Fig. 1: placed cells, one color a class
Drawn at 2 px/um. Fill, decap, tap and diode cells in gray.
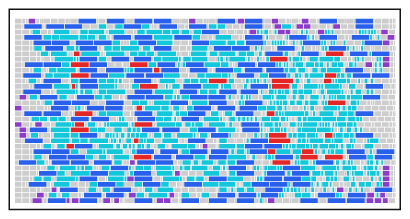
Fig. 2: track usage over the die
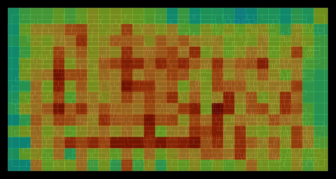
Fig. 3: gate families picked out
Drawn at 2 px/um.
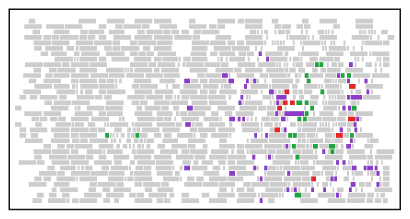
Fig. 4: metal 3
Drawn at 3 px/um.
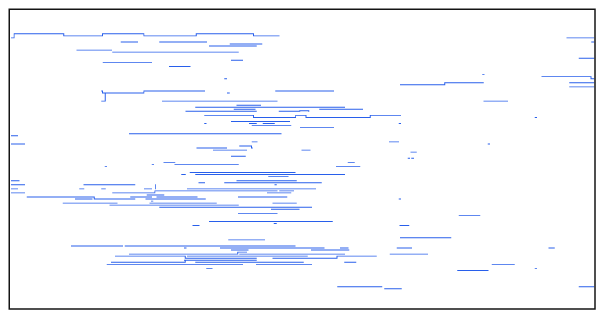
[src/rtl/pwl_interp_pipe.sv]
// Three-stage piecewise-linear interpolator with a runtime-loadable breakpoint table.
// The whole pipeline advances together whenever the output slot is free or is being drained.
module pwl_interp_pipe #(
  parameter int DATA_W = 8,
  parameter int FRAC_W = 4,
  parameter int ADDR_W = DATA_W - FRAC_W,
  parameter int ROUND  = 0,
  parameter int TAG_W  = 4
) (
  input  logic              clk,
  input  logic              rst,
  input  logic              in_valid,
  output logic              in_ready,
  input  logic [DATA_W-1:0] in_x,
  input  logic [TAG_W-1:0]  in_tag,
  input  logic              tbl_we,
  input  logic [ADDR_W:0]   tbl_addr,
  input  logic [DATA_W-1:0] tbl_wdata,
  output logic              out_valid,
  input  logic              out_ready,
  output logic [DATA_W-1:0] out_y,
  output logic [TAG_W-1:0]  out_tag
);

  localparam int NENT = (1 << ADDR_W) + 1;
  localparam int PW   = DATA_W + FRAC_W + 2;
  localparam logic [ADDR_W-1:0] IDX_FLIP = ADDR_W'(1) << (ADDR_W - 1);
  localparam logic [ADDR_W:0]   ADDR_MAX = (ADDR_W + 1)'(NENT - 1);
  localparam logic signed [PW-1:0] RND = (ROUND != 0) ? (PW'(1) << (FRAC_W - 1)) : '0;

  logic [DATA_W-1:0] tbl_q [NENT];

  logic [3:1] vld_q;
  logic       en;

  logic [DATA_W-1:0] base1_q, next1_q;
  logic [FRAC_W-1:0] rem1_q;
  logic [TAG_W-1:0]  tag1_q;

  logic signed [PW-1:0] prod2_q;
  logic [DATA_W-1:0]    base2_q;
  logic [TAG_W-1:0]     tag2_q;

  logic [DATA_W-1:0] y3_q;
  logic [TAG_W-1:0]  tag3_q;

  logic [ADDR_W-1:0]      idx;
  logic [ADDR_W:0]        idx_lo, idx_hi;
  logic signed [DATA_W:0] diff;
  logic signed [PW-1:0]   prod_d, sh;
  logic [DATA_W-1:0]      y_d;

  assign en       = !vld_q[3] || out_ready;
  assign in_ready = en;

  // Offset-binary segment index: most-negative x lands on entry 0.
  assign idx    = in_x[DATA_W-1:FRAC_W] ^ IDX_FLIP;
  assign idx_lo = {1'b0, idx};
  assign idx_hi = idx_lo + 1'b1;

  assign diff   = $signed({next1_q[DATA_W-1], next1_q}) - $signed({base1_q[DATA_W-1], base1_q});
  assign prod_d = PW'(diff) * $signed({{(PW-FRAC_W){1'b0}}, rem1_q});
  assign sh     = (prod2_q + RND) >>> FRAC_W;
  assign y_d    = DATA_W'(PW'($signed(base2_q)) + sh);

  // Table write lands at the clock edge, so a sample accepted on the same edge sees the old entry.
  always_ff @(posedge clk or negedge rst) begin
    if (!rst) begin
      for (int i = 0; i < NENT; i++) tbl_q[i] <= '0;
    end else if (tbl_we && (tbl_addr <= ADDR_MAX)) begin
      tbl_q[tbl_addr] <= tbl_wdata;
    end
  end

  always_ff @(posedge clk or negedge rst) begin
    if (!rst) begin
      vld_q   <= '0;
      base1_q <= '0;
      next1_q <= '0;
      rem1_q  <= '0;
      tag1_q  <= '0;
      prod2_q <= '0;
      base2_q <= '0;
      tag2_q  <= '0;
      y3_q    <= '0;
      tag3_q  <= '0;
    end else if (en) begin
      vld_q   <= {vld_q[2:1], in_valid};
      base1_q <= tbl_q[idx_lo];
      next1_q <= tbl_q[idx_hi];
      rem1_q  <= in_x[FRAC_W-1:0];
      tag1_q  <= in_tag;
      prod2_q <= prod_d;
      base2_q <= base1_q;
      tag2_q  <= tag1_q;
      y3_q    <= y_d;
      tag3_q  <= tag2_q;
    end
  end

  assign out_valid = vld_q[3];
  assign out_y     = y3_q;
  assign out_tag   = tag3_q;

endmodule

[config.mk]
export PLATFORM = sky130hd
export DESIGN_NAME = pwl_interp_pipe
export DESIGN_NICKNAME = d
export VERILOG_FILES = /design/src/rtl/pwl_interp_pipe.sv
export SDC_FILE = /design/constraint.sdc
export NUM_CORES = 1
export LEC_CHECK = 0
export CAP_MARGIN = 10
export CORE_ASPECT_RATIO = 0.5
export CORE_MARGIN = 2
export CORE_UTILIZATION = 62
export CTS_CLUSTER_DIAMETER = 60
export DETAILED_ROUTE_END_ITERATION = 10
export HOLD_SLACK_MARGIN = 0.05
export PLACE_DENSITY_LB_ADDON = 0.15
export REMOVE_ABC_BUFFERS = 1
export SYNTH_ARGS = -nofsm -noshare
export SYNTH_HDL_FRONTEND = slang
export SYNTH_SLANG_ARGS = --single-unit
[constraint.sdc]
create_clock -name clk -period 5.5 [get_ports clk]
set_clock_uncertainty 0.2 [all_clocks]
set_input_delay 0.55 -clock clk [delete_from_list [all_inputs] [get_ports clk]]
set_output_delay 0.55 -clock clk [all_outputs]
set_load 0.05 [all_outputs]
==> flow_summary.yaml <==
# synthesis and place-and-route metrics
floorplan:
  die_area_sq_mm: 0.0194
  coreArea_sq_mm: 0.0176
  ioPinCount: 44
  fp_util: 0.641
  taps: 234
  row_count: 34
  die_h_um: 99.4
  die_x_um: 195
cells_and_area:
  final_common_cell: "dfrtp_1"
  seq_area_frac: 0.393
  flop_area_sq_mm: 0.00488
  fillers: 1235
  area_growth_pct: 10.1
  final_cell_mix: "195 x dfrtp_1, 146 x nand2_1, 108 x mux2_2"
  clock_area_frac: 0.0504
  fin_nets: 1014
  diodes: 0
  final_area_sq_mm: 0.0124
  comb_share: 0.479
  final_cell_count_no_fill: 1179
  buffer_area_frac: 0.0392
  clock_buffers: 18
  largest_class: "multi-input combinational cells"
  buffers: 51
  inverters: 49
  logic_gate_count: 618
  largest_reg_flops: 136
  drive_above_1_share: 0.225
  final_util: 0.706
  largest-register: "tbl_q"
clock_tree:
  clkLatencyLatePin_ns: 0.44
  cts_tree: "done"
  cts-resized-gates: 0
  cts-root-buf: "clkbuf_16"
  clk_pin_slew_ns: 0.08
  cts_sinks: 195
  numCtsBuffers: 17
  postCtsHoldBufs: 0
  cts_setup_buffers: 0
  htreeDepth: 4
  clock_path_buffers: 2
logic_synthesis:
  top_cell_area_share: 0.432
  top_cell: "dfrtp_1"
  synthXorXnorAreaFrac: 0.0171
  adder_share: 0.0690
  muxShareOfSynthArea: 0.290
  ys_ff: 195
  ys_warn_count: 0
  area_leaders: "dfrtp_1 43%, mux2_2 11%, mux4_2 10%"
  ys_area_sq_mm: 0.0113
  synth_seq_share: 0.432
  async_flop_share: 1.00
  synth-edff-count: 0
  synth_area_sq_mm: 0.0113
  top_logic_kind: "multiplexers"
  top_area_cell: "dfrtp_1"
  aoi_share: 0.0447
  synth_cell_type_count: 58
  ys.flop_type: "dfrtp_1"
  syn-mean-instance-area_sq_um: 12.4
  synth_cells: 912
  synth_stat.cells: 912
  common_cells: "195 x dfrtp_1, 146 x nand2_1, 108 x mux2_2"
global_route:
  grt_pass1_wl_um: 42400
  grt_overflow: 0
  grt_max_degree: 126
  grtUsageMet1: 0.391
  antenna_found_initial: 0
  grtUsageMet3: 0.0841
  top_usage_layer: "met2"
routing:
  postRouteAntennaNets: 0
  topRoutingLayerUsed: "met4"
  viasPerCell: 6.31
  wl_met3_um: 1950
  dr_total_vias: 7434
  wl_met2_um: 12200
  totalWireLength_um: 25700
  wl_per_cell_um: 21.8
  firstDrtPassIters: 5
  drt-met1-wl_um: 11000
  drc: 0
  drt-initial-drc-count: 554
timing:
  hold_viol: 0
  slew_headroom: 0.190
  holdWs_ns: 0.0171
  max_freq_ghz: 0.196
  setup_tns_ns: 0
  fin_crit_ns: 5.09
  finalCritPeriodShare: 0.926
  worst_slew_pin_slew_ns: 1.21
  slew_violations: 0
  timing.final.ws_setup_ns: 0.407
  finalSetupViolCount: 0
  rsz0062_at_grt: "no"
worst_setup_path:
  required_ns: 5.58
  max_stage_delay_ns: 0.52
  cp_max_fo: 4
  startpoint_type: "register"
  cpLargestDelayFamily: "adder cells"
  slowest_stage: "fa_1"
  cp-startpoint: "base1_q[0]"
  crit_path_end_kind: "register"
  crit_path_cell_trace: "ha_1 > fa_1 > nor2b_1 > o31a_1 > o21a_1 > nor2_1 > xnor2_1 > and2_1 > ha_1 > fa_1 > inv_1 > fa_1 > inv_1 > ha_1 > or4_1 > o32ai_2 > o21ba_1 > or3_1 > a31oi_1"
  critPathKind: "register to register"
  timing.rr.start: "base1_q[0]"
  worst-path-buf-inv: 2
  critPathArrivalTime_ns: 5.18
place:
  place_congestion: 0.802
  portBuffers: 43
  dpl.hpwl_um: 17100
  dp_cells: 1147
  dp_slack_ns: 0.448
  dpl_cell_area_sq_mm: 0.0118
pwr:
  seqPwrFrac: 0.304
  power.switching_uw: 2760
  pwr-share-comb: 0.503
  p_leak_uw: 0.00567
  p_int_uw: 4120
  vdd_drop_max_v: 0.000264
  clkPwrFrac: 0.193
  power_density_mw_per_mm2: 553
  sw_frac_of_total: 0.401
status:
  status: "finished clean"
min_path:
  hp-class: "input pin to asynchronous set/reset pin"
run:
  cap_violations: 0
  warnings: 27
## Picture notes: Fig. 1
- remaining buffers and delay cells: purple (cells 51; share of their area 4.0%)
- combinational and other logic: cyan (cells 667; share of their area 51%)
- sequential cells: blue (cells 195; share of their area 40%)
- clock drivers and dummy loads: red (cells 32; share of their area 5.2%)

## Picture notes: Fig. 2
GR met2 Demand/Resource: 0.465
Tot GR Track Use: 0.289

## Picture notes: Fig. 3
- aoi and oai cells: purple (cells 67; most used o21ai_1)
- and/or cells: green (cells 25; most used and2_1; where middle right)
- non-inverting ao/oa cells: red (cells 9; most used o21a_1; where middle right)

## Picture notes: Fig. 4
- share of all routed wire: 7.6%
- longest straight run: 56.6 um
- main direction: horizontal
- nets with wire on the layer: 90
- wire length on this layer: 1950 um

-- power groups by stage --
stage	logic [uW]	registers (uW)	clock network (uW)
final	3460	2090	1320
after global routing	3910	2140	1420
after CTS	3480	2090	1350
after detailed placement	3430	2120	0
after global placement	3300	2080	0
after floorplan	2510	2190	0
-- worst paths after layout --
| kind | end | cells after the start | slack, ns |
|---|---|---|---|
| max reg2reg | prod2_q[11] | 19 | 0.41 |
| max | prod2_q[11] | 19 | 0.41 |
| min | tbl_q[108] | 1 | 0.02 |
| min reg2reg | out_tag[3] | 2 | 0.27 |
| min in group clk | out_tag[3] | 2 | 0.27 |
| max in group asynchronous | tbl_q[63] | 2 | 3.79 |
Power is estimated from default activity; no workload was simulated.
